**config.mk**
```make
export PLATFORM = sky130hd
export DESIGN_NAME = fifo_dest_router
export DESIGN_NICKNAME = d
export VERILOG_FILES = /design/src/rtl/router_defs.sv /design/src/rtl/router_hold_reg.sv /design/src/rtl/fifo_dest_router.sv
export SDC_FILE = /design/constraint.sdc
export NUM_CORES = 1
export LEC_CHECK = 0
export ABC_CLOCK_PERIOD_IN_PS = 2400
export CAP_MARGIN = 25
export CORE_MARGIN = 3
export CORE_UTILIZATION = 47
export DETAILED_ROUTE_END_ITERATION = 10
export PLACE_DENSITY = 0.79
export SLEW_MARGIN = 20
export SYNTH_ARGS = -nofsm -noshare
export SYNTH_HDL_FRONTEND = slang
export SYNTH_HIERARCHICAL = 1
export SYNTH_SLANG_ARGS = --single-unit
```
**constraint.sdc**
```tcl
create_clock -name clk -period 2.4 [get_ports clk]
set_input_delay 0.24 -clock clk [delete_from_list [all_inputs] [get_ports clk]]
set_output_delay 0.24 -clock clk [all_outputs]
set_load 0.01 [all_outputs]
```
**src/rtl/router_defs.sv**
```systemverilog
// Shared definitions for the destination router: port count, word layout and FSM encodings.
package router_defs;
  localparam int N_PORTS  = 4;
  localparam int DATA_W   = 10;
  localparam int DEST_MSB = DATA_W - 1;
  localparam int DEST_LSB = DATA_W - 2;
  localparam int DEST_W   = DEST_MSB - DEST_LSB + 1;

  typedef enum logic [1:0] {
    ST_EMPTY = 2'd0,
    ST_SEND  = 2'd1,
    ST_STALL = 2'd2
  } state_e;
endpackage

```
**src/rtl/router_hold_reg.sv**
```systemverilog
// Holding register H: one word plus valid, with its destination field decoded.
module router_hold_reg #(
  parameter int W = router_defs::DATA_W
) (
  input  logic                          clk,
  input  logic                          reset,
  input  logic                          load,
  input  logic                          clear,
  input  logic [W-1:0]                  d,
  output logic [W-1:0]                  q,
  output logic                          vld,
  output logic [router_defs::DEST_W-1:0] dest
);
  import router_defs::*;

  // load wins over clear so a drain and reload can share an edge
  always_ff @(posedge clk) begin
    if (reset) begin
      vld <= 1'b0;
      q   <= '0;
    end else if (load) begin
      vld <= 1'b1;
      q   <= d;
    end else if (clear) begin
      vld <= 1'b0;
    end
  end

  assign dest = q[W-1 -: DEST_W];
endmodule

```
**src/rtl/fifo_dest_router.sv**
```systemverilog
// Steers the arbitrated word stream into four output FIFOs by destination field.
// Optional stall timeout with drop counter is enabled by defining ROUTER_TIMEOUT_EN.
module fifo_dest_router #(
  parameter int DATA_W = router_defs::DATA_W
`ifdef ROUTER_TIMEOUT_EN
  , parameter int TIMEOUT = 64
`endif
) (
  input  logic              clk,
  input  logic              reset,
  input  logic              valid_in,
  input  logic [DATA_W-1:0] data_in,
  output logic              ready_in,
  input  logic              almost_full_P0,
  input  logic              almost_full_P1,
  input  logic              almost_full_P2,
  input  logic              almost_full_P3,
  output logic              push_F0,
  output logic              push_F1,
  output logic              push_F2,
  output logic              push_F3,
  output logic [DATA_W-1:0] out_FIFO_0,
  output logic [DATA_W-1:0] out_FIFO_1,
  output logic [DATA_W-1:0] out_FIFO_2,
  output logic [DATA_W-1:0] out_FIFO_3
`ifdef ROUTER_TIMEOUT_EN
  , output logic [7:0]      drop_cnt
`endif
);
  import router_defs::*;

  logic [N_PORTS-1:0]             af;
  logic                           h_vld;
  logic [DATA_W-1:0]              h_data;
  logic [DEST_W-1:0]              h_dest, in_dest;
  logic                           blocked, drain, drop, load, clear;
  logic [N_PORTS-1:0]             push_q;
  logic [N_PORTS-1:0][DATA_W-1:0] out_q;
  state_e                         state_q, state_d;

  assign af      = {almost_full_P3, almost_full_P2, almost_full_P1, almost_full_P0};
  assign in_dest = data_in[DATA_W-1 -: DEST_W];

  // only the flag of H's destination matters; other flags are don't-care
  assign blocked  = h_vld && af[h_dest];
  assign drain    = h_vld && !af[h_dest];
  assign ready_in = !reset && (!h_vld || drain || drop);
  assign load     = valid_in && ready_in;
  assign clear    = drain || drop;

  router_hold_reg #(.W(DATA_W)) u_hold (
    .clk   (clk),
    .reset (reset),
    .load  (load),
    .clear (clear),
    .d     (data_in),
    .q     (h_data),
    .vld   (h_vld),
    .dest  (h_dest)
  );

  always_ff @(posedge clk) begin
    if (reset) state_q <= ST_EMPTY;
    else       state_q <= state_d;
  end

  always_comb begin
    state_d = state_q;
    case (state_q)
      ST_EMPTY: if (load) state_d = af[in_dest] ? ST_STALL : ST_SEND;
      ST_SEND, ST_STALL: begin
        if (load)       state_d = af[in_dest] ? ST_STALL : ST_SEND;
        else if (clear) state_d = ST_EMPTY;
        else            state_d = ST_STALL;
      end
      default: state_d = ST_EMPTY;
    endcase
  end

  // registered push: the word leaves H on the same edge its push strobe rises
  always_ff @(posedge clk) begin
    if (reset) begin
      push_q <= '0;
      out_q  <= '0;
    end else begin
      for (int p = 0; p < N_PORTS; p++) begin
        push_q[p] <= drain && (h_dest == DEST_W'(p));
        if (drain && (h_dest == DEST_W'(p))) out_q[p] <= h_data;
      end
    end
  end

  assign {push_F3, push_F2, push_F1, push_F0} = push_q;
  assign out_FIFO_0 = out_q[0];
  assign out_FIFO_1 = out_q[1];
  assign out_FIFO_2 = out_q[2];
  assign out_FIFO_3 = out_q[3];

`ifdef ROUTER_TIMEOUT_EN
  logic [7:0] stall_cnt, drop_cnt_q;

  assign drop     = (state_q == ST_STALL) && blocked && (stall_cnt == 8'(TIMEOUT - 1));
  assign drop_cnt = drop_cnt_q;

  always_ff @(posedge clk) begin
    if (reset) begin
      stall_cnt  <= '0;
      drop_cnt_q <= '0;
    end else begin
      if ((state_q == ST_STALL) && blocked && !drop) stall_cnt <= stall_cnt + 8'd1;
      else                                            stall_cnt <= '0;
      if (drop && (drop_cnt_q != 8'hFF)) drop_cnt_q <= drop_cnt_q + 8'd1;
    end
  end
`else
  assign drop = 1'b0;
`endif
endmodule
```
Figure 1. Wiring by layer.
Scale bar: 20 µm. Two of the layers only.
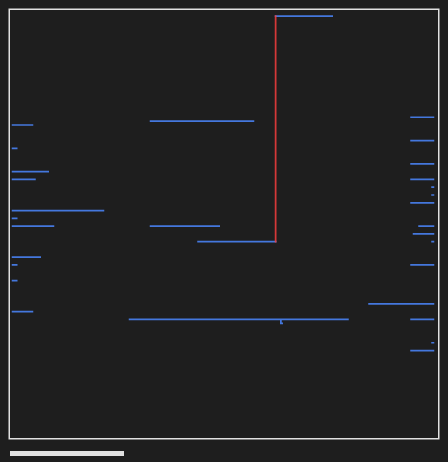
- red: metal 4 (wire length 39.4 µm)
- blue: metal 3 (wire length 190 µm)
Vias: 1,523
wire per inst: 13.9 µm
Tot GR Track Use: 17.0%
Routed WL: 4350 µm

Figure 2. Cell classes on the final placement.
Scale bar: 20 µm.
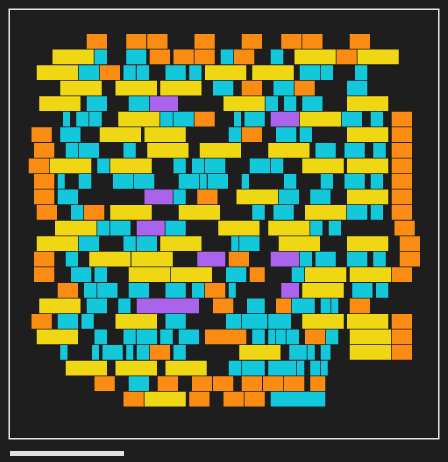
- yellow: sequential cells (cells 55)
- cyan: combinational and other logic (cells 132)
- orange: remaining buffers and delay cells (cells 65)
- purple: clock drivers and dummy loads (cells 8)
Post-Route Utilization: 66.3%
sequential cell area share: 37.1%
total core area: 4470 µm²
# rows: 24
final instance area: 2970 µm²

Figure 3. Sequential cells grouped by signal name.
Scale bar: 20 µm. Other sequential cells in the stronger grey, the rest of the logic in the fainter grey.
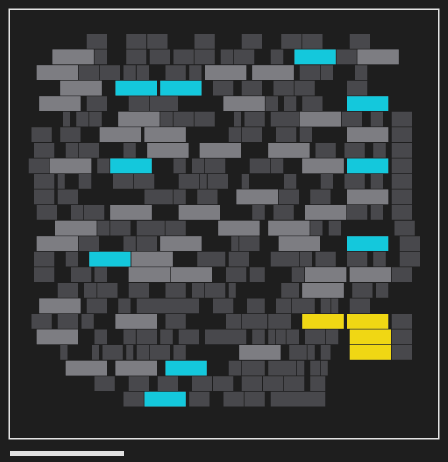
- yellow: push_q (flops 4; where bottom right)
- cyan: out_FIFO_2 (flops 10)
Seq power: 0.000935 W
FF/Latch Area: 1100 µm²

Figure 4. Logic cells by family.
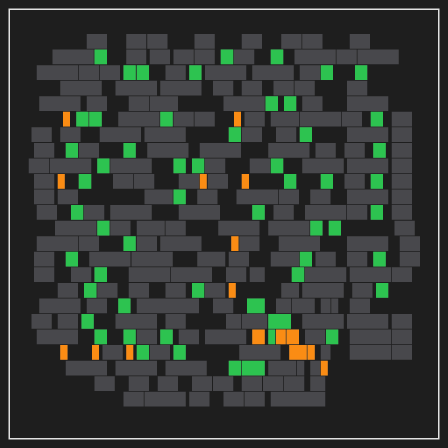
- green: nand cells (cells 56; most used nand2b_1; where spread over the die)
- orange: nor cells (cells 16; most used nor2_1)
fin cells: 312
most common logic cell in the routed design: clkdlybuf4s50_1

==> flow_summary_export.csv <==
group,metric,value,unit
grt,grt_max_degree,63,
floorplan,io-pin-count,62,
layout,layout.nonclk_buf_share,22.0,%
placed_design,place_area,2850,µm²
synth,ys_top_cells_by_count,"dfxtp_1, nand2b_1, mux2i_1",
synth,yosys-stat-cells,204,
layout,inv_count,2,
grt,grt_pass1_wl,7130,µm
layout,layout.nets,276,
synth,post-synth-top-area-cell,"dfxtp_1",
worst_setup_path,cpMostUsedCell,"clkdlybuf4s50_1",
grt,grt_use_met2,27.1,%
floorplan,fp_util,49.8,%
grt,grt_overflow_total,0,
worst_setup_path,cp.arrival,2.00,ns
timing,max-slew-margin-rel,51.4,%
hold_path,worstHoldStart,"out_FIFO_0[7]$_SDFFE_PP0P_",
flow_run,maxCapViolCount,0,
run_status,outcome,"completed",
placed_design,numPortBuffers,61,
layout,ff_count,55,
floorplan,die_w,74.9,µm
detailed_routing,dr_wl_met3,189,µm
synth,synth_top_flop_cell,"dfxtp_1",
worst_setup_path,r2r_setup_slack,0.64,ns
worst_setup_path,cp.depth,4,
layout,comb_area,1020,µm²
layout,clkbuf_count,6,
detailed_routing,drt_iter0_markers,125,
grt,grt_pass1_vias,1432,
pwr,p_per_area,570,nW/µm²
layout,sh_comb_area,34.3,%
timing,period_used_share,93.4,%
worst_setup_path,worstRegToRegCells,5,
worst_setup_path,crit_start,"almost_full_P3",
clock_tree,clock_tree.root_cell,"clkbuf_8",
synth,postSynthAreaPerCell,10.9,µm²
synth,ys_seq_elements,55,
worst_setup_path,crit_type,"in2out",
timing,period_needed,2.24,ns
detailed_routing,wl_met2,2140,µm
clock_tree,path_clk_slew,0.09,ns
worst_setup_path,slowest_delay,0.57,ns
timing,fmax,446,MHz
clock_tree,numCtsBuffers,5,
worst_setup_path,setup.worst_path.end,"ready_in",
timing,final-hold-violation-count,0,
worst_setup_path,path_max_fanout,4,
synth,ys_area,2230,µm²
floorplan,tap_cells,52,
layout,nMultiInputCombCells,130,
clock_tree,cts_buffer_depth,2,
synth,synthArstFlopShare,0,%
synth,netlist_area,2230,µm²
detailed_routing,drcViolationCount,0,
floorplan,die_h,74.9,µm
timing,setup_violations,0,
clock_tree,clock_sinks,55,
[report_power, final]
part	internal [W]	switching [W]	leakage, nW	total [W]
combinational	0.0000717	0.0000510	0.711	0.000123
clock	0.000343	0.000290	0.0618	0.000634
sequential	0.000924	0.0000109	0.444	0.000935
[cells in the final DEF (no fill, tap or decap), types with 2 or more instances in the layout]
cell | synthesis | final
nand2b_1 | 52 | 52
a21oi_1 | 3 | 3
inv_1 | 2 | 2
buf_4 | 2 | 3
nor4_1 | 2 | 2
mux2i_1 | 50 | 50
clkbuf_8 | 0 | 6
nand4bb_1 | 2 | 2
dfxtp_1 | 55 | 55
nor2_1 | 12 | 12
clkdlybuf4s50_1 | 0 | 61
[cells by family after synthesis]
family / synth area share (%)
simple gates: 21.4
mux: 23.6
buf+inv: 4.88
compound gates: 0.674
flops: 49.4
Power figures rest on the tool's default switching activity, not on a simulated workload.
